**src/rtl/map_port_arbiter.sv**
```systemverilog
// map_port_arbiter
// Shares memory port B of the maze tile RAM between NUM_RD tile readers
// (pacman and the four ghosts) and one tile writer (the cookie/candy eater).
// At most one memory operation is issued per cycle. Writes have priority but
// may only run for two cycles back to back while a read is waiting. Reads are
// granted round-robin, and each read's data is returned one cycle after its
// grant.
//
// Ports
//   vga_pix_clk  sole clock (rising edge)
//   rst          synchronous reset, active-low
//   rd_req       per-requester level read request
//   rd_addr      packed read addresses, requester i at [i*ADDR_W +: ADDR_W]
//   rd_gnt       one-hot read grant (0-latency, combinational)
//   rsp_valid    one-hot response strobe, one cycle after the grant
//   rsp_tile     response tile data (0 when no response)
//   wr_req       level write request
//   wr_addr      write address
//   wr_data      write tile value
//   wr_ack       write issued this cycle
//   addrb        memory port-B address
//   web          memory port-B write enable
//   dib          memory port-B write data
//   doutb        memory port-B read data (one cycle after addrb)
module map_port_arbiter #(
  parameter int         NUM_RD    = 5,
  parameter int         ADDR_W    = 11,
  parameter int         MAP_DEPTH = 1152,
  parameter logic [3:0] OOB_TILE  = 4'h1
) (
  input  logic                     vga_pix_clk,
  input  logic                     rst,
  input  logic [NUM_RD-1:0]        rd_req,
  input  logic [NUM_RD*ADDR_W-1:0] rd_addr,
  output logic [NUM_RD-1:0]        rd_gnt,
  output logic [NUM_RD-1:0]        rsp_valid,
  output logic [3:0]               rsp_tile,
  input  logic                     wr_req,
  input  logic [ADDR_W-1:0]        wr_addr,
  input  logic [3:0]               wr_data,
  output logic                     wr_ack,
  output logic [ADDR_W-1:0]        addrb,
  output logic                     web,
  output logic [3:0]               dib,
  input  logic [3:0]               doutb
);

  localparam int IDX_W = (NUM_RD > 1) ? $clog2(NUM_RD) : 1;
  // One extra bit so MAP_DEPTH == 2**ADDR_W still compares correctly.
  localparam logic [ADDR_W:0] DEPTH_L = (ADDR_W+1)'(MAP_DEPTH);

  typedef enum logic [1:0] {
    ST_IDLE = 2'd0,
    ST_RD   = 2'd1,
    ST_WR   = 2'd2
  } state_e;

  state_e             state_q, state_d;
  logic [IDX_W-1:0]   last_q, last_d;
  logic [1:0]         wr_cnt_q, wr_cnt_d;
  logic [IDX_W-1:0]   rsp_idx_q, rsp_idx_d;
  logic               rsp_oob_q, rsp_oob_d;
  logic [ADDR_W-1:0]  addrb_q, addrb_d;

  logic               sel_wr_s;
  logic               sel_rd_s;
  logic               found_s;
  logic [IDX_W-1:0]   gnt_idx_s;
  logic [ADDR_W-1:0]  sel_addr_s;
  logic               rd_oob_s;
  logic               wr_oob_s;
  int                 cand_idx_s;

  // State register: all flops, synchronous active-low reset.
  always_ff @(posedge vga_pix_clk) begin
    if (!rst) begin
      state_q   <= ST_IDLE;
      last_q    <= IDX_W'(NUM_RD - 1);
      wr_cnt_q  <= 2'd0;
      rsp_idx_q <= '0;
      rsp_oob_q <= 1'b0;
      addrb_q   <= '0;
    end else begin
      state_q   <= state_d;
      last_q    <= last_d;
      wr_cnt_q  <= wr_cnt_d;
      rsp_idx_q <= rsp_idx_d;
      rsp_oob_q <= rsp_oob_d;
      addrb_q   <= addrb_d;
    end
  end

  // Next-state logic: arbitration decision and bookkeeping updates.
  always_comb begin
    found_s    = 1'b0;
    gnt_idx_s  = '0;
    cand_idx_s = 0;
    // Round-robin search starting just after the last granted requester.
    for (int k = 0; k < NUM_RD; k++) begin
      cand_idx_s = (int'(last_q) + 1 + k) % NUM_RD;
      if (!found_s && rd_req[cand_idx_s]) begin
        found_s   = 1'b1;
        gnt_idx_s = IDX_W'(cand_idx_s);
      end else begin
        found_s   = found_s;
      end
    end
    sel_addr_s = rd_addr[int'(gnt_idx_s)*ADDR_W +: ADDR_W];
    rd_oob_s   = ({1'b0, sel_addr_s} >= DEPTH_L);
    wr_oob_s   = ({1'b0, wr_addr} >= DEPTH_L);

    sel_wr_s = 1'b0;
    sel_rd_s = 1'b0;
    if (!rst) begin
      state_d = ST_IDLE;
    end else if (wr_req && !((wr_cnt_q == 2'd2) && (|rd_req))) begin
      // A third back-to-back write yields to any waiting reader.
      sel_wr_s = 1'b1;
      state_d  = ST_WR;
    end else if (found_s) begin
      sel_rd_s = 1'b1;
      state_d  = ST_RD;
    end else begin
      state_d  = ST_IDLE;
    end

    if (sel_wr_s) begin
      wr_cnt_d = (wr_cnt_q == 2'd2) ? 2'd2 : (wr_cnt_q + 2'd1);
    end else begin
      wr_cnt_d = 2'd0;
    end

    if (sel_rd_s) begin
      last_d    = gnt_idx_s;
      rsp_idx_d = gnt_idx_s;
      rsp_oob_d = rd_oob_s;
    end else begin
      last_d    = last_q;
      rsp_idx_d = rsp_idx_q;
      rsp_oob_d = 1'b0;
    end
  end

  // Output logic: port-B drive, grants, acks and the registered response.
  always_comb begin
    rd_gnt    = '0;
    rsp_valid = '0;
    rsp_tile  = 4'h0;
    wr_ack    = 1'b0;
    web       = 1'b0;
    dib       = 4'h0;
    addrb     = addrb_q;
    if (!rst) begin
      addrb = '0;
    end else if (sel_wr_s) begin
      wr_ack = 1'b1;
      // Out-of-range writes are acknowledged but never reach the RAM.
      if (!wr_oob_s) begin
        web   = 1'b1;
        addrb = wr_addr;
        dib   = wr_data;
      end else begin
        web   = 1'b0;
      end
    end else if (sel_rd_s) begin
      rd_gnt[gnt_idx_s] = 1'b1;
      // Out-of-range reads leave addrb untouched; the response is substituted.
      if (!rd_oob_s) begin
        addrb = sel_addr_s;
      end else begin
        addrb = addrb_q;
      end
    end else begin
      addrb = addrb_q;
    end

    case (state_q)
      ST_RD: begin
        if (rst) begin
          rsp_valid[rsp_idx_q] = 1'b1;
          rsp_tile = rsp_oob_q ? OOB_TILE : doutb;
        end else begin
          rsp_tile = 4'h0;
        end
      end
      default: begin
        rsp_tile = 4'h0;
      end
    endcase
    addrb_d = addrb;
  end

endmodule

```
**config.mk**
```make
export PLATFORM = sky130hd
export DESIGN_NAME = map_port_arbiter
export DESIGN_NICKNAME = d
export VERILOG_FILES = /design/src/rtl/map_port_arbiter.sv
export SDC_FILE = /design/constraint.sdc
export NUM_CORES = 1
export LEC_CHECK = 0
export CORE_ASPECT_RATIO = 1.5
export CORE_MARGIN = 5
export CORE_UTILIZATION = 55
export CTS_CLUSTER_SIZE = 30
export DETAILED_ROUTE_END_ITERATION = 12
export PLACE_DENSITY_LB_ADDON = 0.12
export SYNTH_ARGS = -nofsm -noshare
export SYNTH_HDL_FRONTEND = slang
export SYNTH_SLANG_ARGS = --single-unit
```
**constraint.sdc**
```tcl
create_clock -name vga_pix_clk -period 25.8 [get_ports vga_pix_clk]
set_input_delay 5.16 -clock vga_pix_clk [delete_from_list [all_inputs] [get_ports vga_pix_clk]]
set_output_delay 5.16 -clock vga_pix_clk [all_outputs]
set_load 0.01 [all_outputs]
```
==> run_1/zoom.png <==
Window x 52 to 72, y 80 to 100 um. Cells in grey, sequential cells in the stronger grey; small squares are vias.
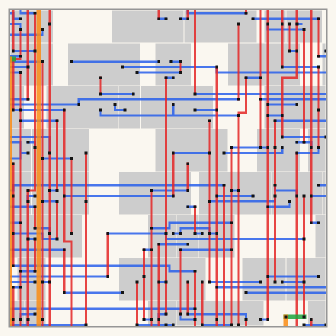
layer	colour
met1	blue
met4	orange
met3	green
met2	red
most frequent	ha_1 (11), nand2_1 (5)
cells with their middle in the window	36
sequential cells in the window	0

==> run_1/drive_strength.png <==
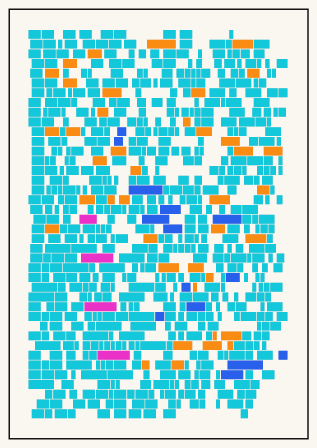
size	colour	cells
drive 1 or less	cyan	614
drive 2	orange	40
drive 6 and up	magenta	4
drive 3 to 4	blue	14
final worst setup slack: 10200 ps
Finished Cell Area: 5640 um^2
Buffers, non-clock: 117

==> run_1/final_placement.png <==
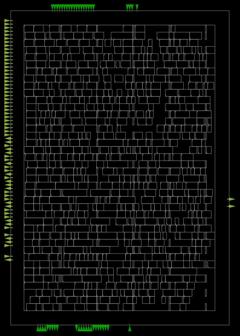
Cell Rows: 40
post-route insts no fill: 777
Seq/total area: 7.10%
flop count: 20

==> run_1/pins.png <==
Scale bar: 20 um. Pins as bars across the die edge, other pins in grey.
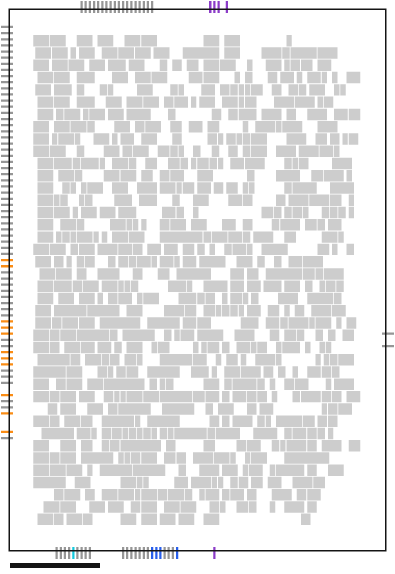
port	colour	pins	direction	edge
`web`	cyan	1	output	bottom
`rsp_tile`	blue	4	output	bottom
`wr_addr`	orange	11	input	left
`rd_req`	purple	5	input	4 top, 1 bottom
PortBufs: 112
die x size: 83.1 um

## run 1: cells in the mapped netlist (all sizes together) (4+ instances only)
cell type | n | share of area [%]
a211o | 5 | 0.99
a211oi | 9 | 1.9
a21boi | 4 | 0.68
a21o | 5 | 0.85
a21oi | 25 | 3.2
a22o | 4 | 0.79
a311oi | 6 | 1.3
a31oi | 8 | 1.1
and2 | 14 | 2.0
buf | 15 | 2.0
clkbuf | 16 | 1.4
dfxtp | 20 | 9.1
ha | 37 | 10
inv | 37 | 3.1
mux2 | 14 | 3.7
mux2i | 38 | 8.9
nand2 | 49 | 4.2
nand2b | 12 | 1.7
nand3 | 16 | 2.2
nand4 | 4 | 0.57
nor2 | 35 | 3.0
nor2b | 11 | 1.6
nor3 | 19 | 2.2
nor4 | 6 | 1.2
o211ai | 9 | 1.6
o21a | 5 | 0.88
o21ai | 36 | 4.1
o221ai | 4 | 1.5
o22ai | 24 | 3.4
o32ai | 5 | 1.2
or2 | 5 | 0.71
or4 | 4 | 0.77
xnor2 | 16 | 3.5
## run 1: sequential cells by signal, indices dropped and copies added, names as in the netlist
register and count:
addrb_q 11, last_q 3, rsp_idx_q 1, rsp_oob_q 1, state_q 2, wr_cnt_q 2
## run 1: metrics by stage
stage	hold WS, ps	setup WS [ps]	area, um^2	power [W]	instances
5_1_grt	465	9790	5640	0.000963	777
6_report	430	10200	5640	0.000896	777
4_1_cts	431	10250	5640	0.000891	777
3_3_place_gp	408	10400	5550	0.000830	773
3_5_place_dp	423	10280	5550	0.000849	773
2_1_floorplan	400	12230	4410	0.000675	582
## run 1: area by class of cell
class                   count  share of cell area (%)
well taps                 105                    2.33
multi-input cells         492                    65.9
flip-flops and latches     20                    7.10
inverters                  39                    2.62
repair buffers            117                    20.5
clock buffers               4                    1.57
==> results.txt, run 1 <==
fresh numbers from the pnr run: Setup violations, final 0, final hold vios 0, syn_area_per_cell around 7.6 um^2, sequential power share 5.8%, post-route ant nets 0, Clock Skews roughly 3.7 ps, clock power share under 10%, CP startpoint rd_req[2], peak supply drop ~0.00012 V, outcome finished, final reports clean, met1 WL just over 5000 um, LEAKAGE 2.29 nW, delay-heaviest family, CP AND-OR/OR-AND gates, global-route track usage on met3 approximately 4.8%, CP required roughly 21000 ps, Synth mux share roughly an eighth, # DRC 0, reg-to-reg critical path startpoint last_q[0], Tmin final 15600 ps, routed wl met2 between 7000 and 8000 um, CP arrival about 10000 ps, DR iter-0 viols 288, initial antenna violation count 0, M2 GR Usage 55.3%, Largest stage delay, worst path roughly 760 ps, fraction of layout cells with a size suffix above 1 ~8.6%, I/O Pins around 110, yosys warning tally 0, reg2reg end addrb_q[1], hold_sp wr_cnt_q[0], gpl congestion between 0.9 and 1, CP Capture Type output port, Syn Nets 701, First-pass DRT Iterations 5, crit path capture addrb[10], CTS tree yes, TNS Setup 0 ps, Fmax about 64 MHz, wire per inst ~19 um, Fill cells ~700, Hold-fix buffers, CTS 0, Max Fanout on Critical Path 24, via count 4970, Reg clk slew, reported paths 50 ps, sw frac a little over half, internal cell power approximately 0.0004 W, tool warnings between 40 and 50, nets a little under 800, unrepaired setup endpoints after global routing false, largest net degree at the start of global routing 39, Startpoint Class primary input, CTS Root Cell clkbuf_16, Num CTS Buffers 3, post-CTS sizing 0, first-pass GRT wire length between 20000 and 25000 um, Yosys chip area 4410 um^2, Top cells excl fill/tap clkdlybuf4s50_1, nand2_1, mux2i_1, ha_1, inv_1, htree depth 1, final WL 14500 um, Buffers & Inverters on Critical Path 2, postcts setup bufs 0, Crit-path slowest cell o221ai_4, WHS Path Cells 1, Synth Area in XOR/XNOR just over 4%, clk sinks 20, Top logic family AND-OR/OR-AND gates, Logic cell area 3720 um^2, Synth Cell Area between 4000 and 5000 um^2, Clk power around 0.000035 W, simple share between 20% and 30%, Synth cell types ~100, Comb pwr share between 90 and 100%, fin. max-slew vios 0, Crit Path Category in -> out, gr busiest metal met2, diode count 0, Sw Pwr between 0.0004 and 0.0005 W, Comb. pwr just over 0.0008 W, ys flops 20, Largest Pwr Group combinational logic, HP Class reg -> reg, sequential share of the synthesized area under 10%, All-Layer GR Usage between 20% and 30%, Pwr Density 159 nW/um^2
==> run_1/density.png <==
The die is cut into 8 by 12 equal tiles; white is low, dark blue is high, 0 to 100% covered.
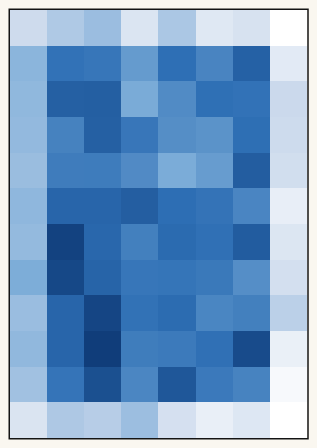

==> run 2: changes to the inputs <==
--- a/config.mk
+++ b/config.mk
@@ -7,7 +7,7 @@
 export LEC_CHECK = 0
 export CORE_ASPECT_RATIO = 1.5
 export CORE_MARGIN = 5
-export CORE_UTILIZATION = 55
+export CORE_UTILIZATION = 51
 export CTS_CLUSTER_SIZE = 30
 export DETAILED_ROUTE_END_ITERATION = 12
 export PLACE_DENSITY_LB_ADDON = 0.12
==> constraint.sdc (replaced) <==
create_clock -name vga_pix_clk -period 15.4 [get_ports vga_pix_clk]
set_input_delay 3.08 -clock vga_pix_clk [delete_from_list [all_inputs] [get_ports vga_pix_clk]]
set_output_delay 3.08 -clock vga_pix_clk [all_outputs]
set_load 0.01 [all_outputs]
==> run_2/density.png <==
The die is cut into 9 by 12 equal tiles; white is low, dark blue is high, 0 to 100% covered.
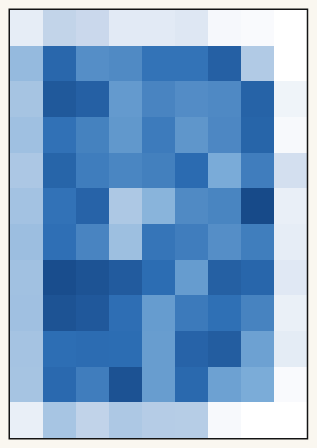
mean over tiles	52%
nearly empty tiles	3.7%
tiles over 75% full	23%
fullest tile	90%

==> run 2 against run 1 <==
Cell count decreased by 0.13%. Register-to-register slack got worse by 11000 ps. First-iteration DRC count increased by 9.0%. Die area increased by 7.0%. Flip-flop count unchanged. Sequential power increased by 68%. Area after synthesis unchanged. Via count decreased by 0.44%. Routed wire length increased by 1.8%. Critical path depth increased by 12. Critical endpoint unchanged.
==> results.txt, run 2 <==
fresh numbers from the pnr run: Tmin final between 10000 and 15000 ps, Core ar. between 8000 and 9000 um^2, fraction of layout cells with a size suffix above 1 between 8 and 9%, Top-area cell share between 10% and 20%, outcome finished, final reports clean, final WL approximately 15000 um, Area after DPL between 5000 and 6000 um^2, Finished Cell Area 5620 um^2, most instantiated cells after synthesis nand2_1, ha_1, mux2i_1, M2 GR Usage 52.8%, Comb pwr share 90.6%, Synth Cell Area 4410 um^2, Worst R2R Path Depth 27, Synth cell types 100, Cell Rows between 40 and 50, DR iter-0 viols roughly 310, Pwr Density 265 nW/um^2, CP required 12320 ps, yosys cell count just under 600, # DRC 0, Reg clk slew, reported paths roughly 50 ps, Comb. pwr around 0.0014 W, Rel. slew slack between 30% and 40%, Largest stage delay, worst path 1160 ps, ys flops 20, TNS Setup 0 ps, Max Fanout on Critical Path 38, internal cell power about 0.00067 W, Hold-fix buffers, CTS 0, First-pass DRT Iterations 7, total chip power 0.00149 W, Yosys top cell by instances nand2_1, peak supply drop 0.000183 V, Setup violations, final 0, CP Capture Type output port, yosys warning tally 0, sequential power share approximately 6%, main flop type after synthesis dfxtp_1, CP startpoint last_q[0], final hold vios 0, Num CTS Buffers 3, LEAKAGE around 2.3 nW, CTS Root Cell clkbuf_16, I/O Pins approximately 110, syn_area_per_cell ~7.6 um^2, Startpoint Class register, CP arrival about 10000 ps, Yosys chip area between 4000 and 5000 um^2, first-pass GRT wire length around 23000 um, PortBufs around 110, post-CTS sizing 0, Crit Path Category reg -> out, initial antenna violation count 0, Biggest register addrb_q, Fill cells approximately 770, via count ~4900, clk sinks 20, largest net degree at the start of global routing 39, fin. max-slew vios 0, Crit-path slowest cell ha_1, gpl congestion 0.920, sequential share of the synthesized area a little under a tenth, clock power share approximately 3.5%, crit path capture addrb[10], reg2reg end addrb_q[2], nets 790, diode count 0, most instantiated logic cell after routing clkdlybuf4s50_1, Clock Skews about 5.6 ps, CTS tree yes, All-Layer GR Usage 26.4%, gr busiest metal met2, htree depth 1, reg-to-reg critical path startpoint last_q[0], Logic cell area between 3000 and 4000 um^2, post-route ant nets 0, wire per inst around 19 um, Clk power 0.0000521 W, HP Class reg -> reg, global-route track usage on met3 ~4.4%, Regs by FF count addrb_q x11, last_q x3, Top cells excl fill/tap clkdlybuf4s50_1, nand2_1, mux2i_1, ha_1, inv_1, die x size approximately 86 um
==> run_2/zoom.png <==
Window x 54 to 74, y 83 to 103 um. Cells in grey, sequential cells in the stronger grey; small squares are vias.
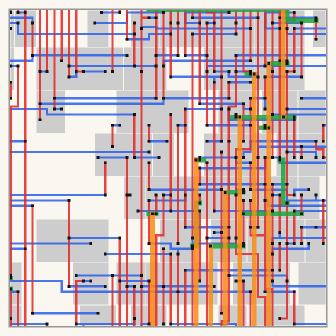
layer	colour
met3	green
met2	red
met4	orange
met1	blue
sequential cells in the window	0
cells with their middle in the window	34

run 2: layout make-up:
type                            count  share of cell area [%]
Clock buffer                        3                    1.34
Inverter                           39                    2.63
Multi-Input combinational cell    492                    66.2
Sequential cell                    20                    7.13
Tap cell                          107                    2.38
Timing Repair Buffer              115                    20.4
run 2: stage by stage:
stage                     utilization [%]  instances  worst slack [ps]  hold WS, ps
after floorplan                         -        582              4440          400
after global placement               65.9        773              2760          409
after detailed placement             65.9        773              2360          415
after CTS                            66.8        776              2070          422
after global routing                 66.8        776              1390          441
final                                66.8        776              1980          420
run 2: cell families after synthesis:
family | share of synthesized area (%)
multiplexers | 13.2
adder cells (fa/ha/maj) | 10.5
AND/OR/NAND/NOR | 23.5
AND-OR/OR-AND | 33.0
flip-flops | 9.07
XOR/XNOR | 4.08
buffers and inverters | 6.72
run 2: worst max-delay path: cells and delay by family (launching register included):
family	cells	cell delay, ps
fa+ha+maj	4	2020
mux	2	600
simple gates	7	1870
flops	1	300
buf+inv	5	2060
compound gates	10	3200
run 2: worst min-delay path by stage:
| stage | startpoint | to | slack [ps] | cells past startpoint |
|---|---|---|---|---|
| finish | wr_cnt_q[0] | wr_cnt_q[0] | 420 | 1 |
| global placement | wr_cnt_q[0] | wr_cnt_q[0] | 410 | 1 |
| CTS | wr_cnt_q[0] | wr_cnt_q[0] | 420 | 1 |
| detailed placement | wr_cnt_q[0] | wr_cnt_q[0] | 410 | 1 |
| global route | wr_cnt_q[0] | wr_cnt_q[0] | 440 | 1 |
| floorplan | wr_cnt_q[0] | wr_cnt_q[0] | 400 | 1 |
run 2: layer usage:
layer  vias up  share of wire, %  wire (um)
met5         -                 0          0
met4         0               5.6        822
met3        62               6.3        923
met2       223                53       7880
met1      2294                35       5100
li1       2369                 -          -
==> run 3: changes to the inputs <==
--- a/config.mk
+++ b/config.mk
@@ -8,7 +8,7 @@
 export CORE_ASPECT_RATIO = 1.5
 export CORE_MARGIN = 5
 export CORE_UTILIZATION = 51
-export CTS_CLUSTER_SIZE = 30
+export CTS_CLUSTER_SIZE = 8
 export DETAILED_ROUTE_END_ITERATION = 12
 export PLACE_DENSITY_LB_ADDON = 0.12
 export SYNTH_ARGS = -nofsm -noshare
==> run_3/zoom.png <==
Window x 54 to 74, y 83 to 103 um. Cells in grey, sequential cells in the stronger grey; small squares are vias.
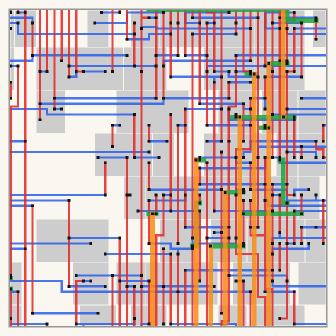
layer	colour
met4	orange
met1	blue
met2	red
met3	green
cells with their middle in the window	34
sequential cells in the window	0

==> run_3/density.png <==
The die is cut into 9 by 12 equal tiles; white is low, dark blue is high, 0 to 100% covered.
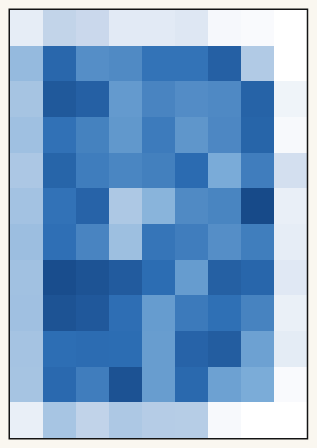
fullest tile	90%
nearly empty tiles	3.7%
mean over tiles	52%
tiles over 75% full	23%
Initial Util: 52.5%
Core ar.: 8410 um^2
fin util: 66.8%

==> run 3 against run 2 <==
Cell count stayed put. Routed wire length stayed put. Cell area stayed put. Hold slack stayed put. Clock skew stayed put. Synthesized cell count stayed put. Sequential power hardly changed. Core utilization stayed put. Clock power hardly changed. Register-to-register slack hardly changed. Via count stayed put.
==> results.txt, run 3 <==
fresh numbers from the pnr run: yosys cell count a little under 600, hold_sp wr_cnt_q[0], htree depth 1, Biggest register addrb_q, Fmax approximately 75 MHz, Num CTS Buffers 3, Startpoint Class register, diode count 0, Worst R2R Path Depth 27, first-pass GRT wire length about 23000 um, WHS Endpoint wr_cnt_q[0], final WL approximately 15000 um, Top-area cell share between 10% and 20%, CTS tree yes, PortBufs between 100 and 150, unrepaired setup endpoints after global routing false, final worst setup slack just under 2000 ps, Synth mux share 13.2%, post-CTS sizing 0, post-route ant nets 0, CP arrival between 10000 and 15000 ps, Syn Nets ~700, WHS Path Cells 1, DR iter-0 viols 314, top cell type by total area after synthesis ha_1, most instantiated logic cell after routing clkdlybuf4s50_1, wire per inst around 19 um, reg-to-reg critical path startpoint last_q[0], largest net degree at the start of global routing 39, outcome finished, final reports clean, All-Layer GR Usage between 20% and 30%, HP Class reg -> reg, # DRC 0, sequential share of the synthesized area 9.07%, Rel. slew slack between 30% and 40%, CP required about 12000 ps, area fraction in compound gates about 33%, main flop type after synthesis dfxtp_1, simple share a little under a quarter, gpl congestion approximately 0.92, TNS Setup 0 ps, Tmin final roughly 13000 ps, nets 790, Synth Cell Area approximately 4400 um^2, pre-CTS setup slack about 2400 ps, final hold vios 0, die x size about 86 um
run 3: cell counts in the layout (fill, tap and decap cells not counted):
Identical to the previous run, type by type.
run 3: where the power goes:
part | switching [W] | leakage (nW) | total, W | internal (W)
clock network | 0.0000179 | 0.0370 | 0.0000521 | 0.0000342
registers | 0.0000164 | 0.165 | 0.0000874 | 0.0000710
logic | 0.000783 | 2.07 | 0.00135 | 0.000566
run 3: critical path: cells and delay by family, from the launching register on:
family	cells	cell delay, ps
AND-OR/OR-AND	10	3200
buffers and inverters	5	2060
adder cells (fa/ha/maj)	4	2020
AND/OR/NAND/NOR	7	1870
multiplexers	2	600
flip-flops	1	300
run 3: cell type report:
class,instances,share of cell area (%)
Multi-Input combinational cell,492,66.2
Timing Repair Buffer,115,20.4
Sequential cell,20,7.13
Inverter,39,2.63
Tap cell,107,2.38
Clock buffer,3,1.34
run 3: per-layer routing:
| metal | global-route usage (%) | wire length, um |
|---|---|---|
| met2 | 52.8 | 7880 |
| met4 | 13.3 | 822 |
| met1 | 25.3 | 5100 |
| met3 | 4.43 | 923 |
| met5 | 0 | 0 |
run 3: through the flow:
stage                     hold slack (ps)  utilization [%]  power (W)  cell area (um^2)  std cells
after global routing                  441             66.8    0.00160              5620        776
after detailed placement              415             65.9    0.00142              5540        773
after global placement                409             65.9    0.00139              5540        773
after floorplan                       400                -    0.00113              4410        582
after CTS                             422             66.8    0.00148              5620        776
final                                 420             66.8    0.00149              5620        776
run 3: worst max path at each step:
stage	depth (start not counted)	slack (ps)	startpoint	end
after global placement	28	2760	last_q[0]	addrb[10]
after detailed placement	28	2360	last_q[0]	addrb[2]
final	28	1980	last_q[0]	addrb[10]
after CTS	28	2070	last_q[0]	addrb[10]
after global routing	28	1390	last_q[0]	addrb[10]
after floorplan	33	4440	last_q[0]	addrb[0]
No activity file was given, so power comes from the tool's default toggle rates.
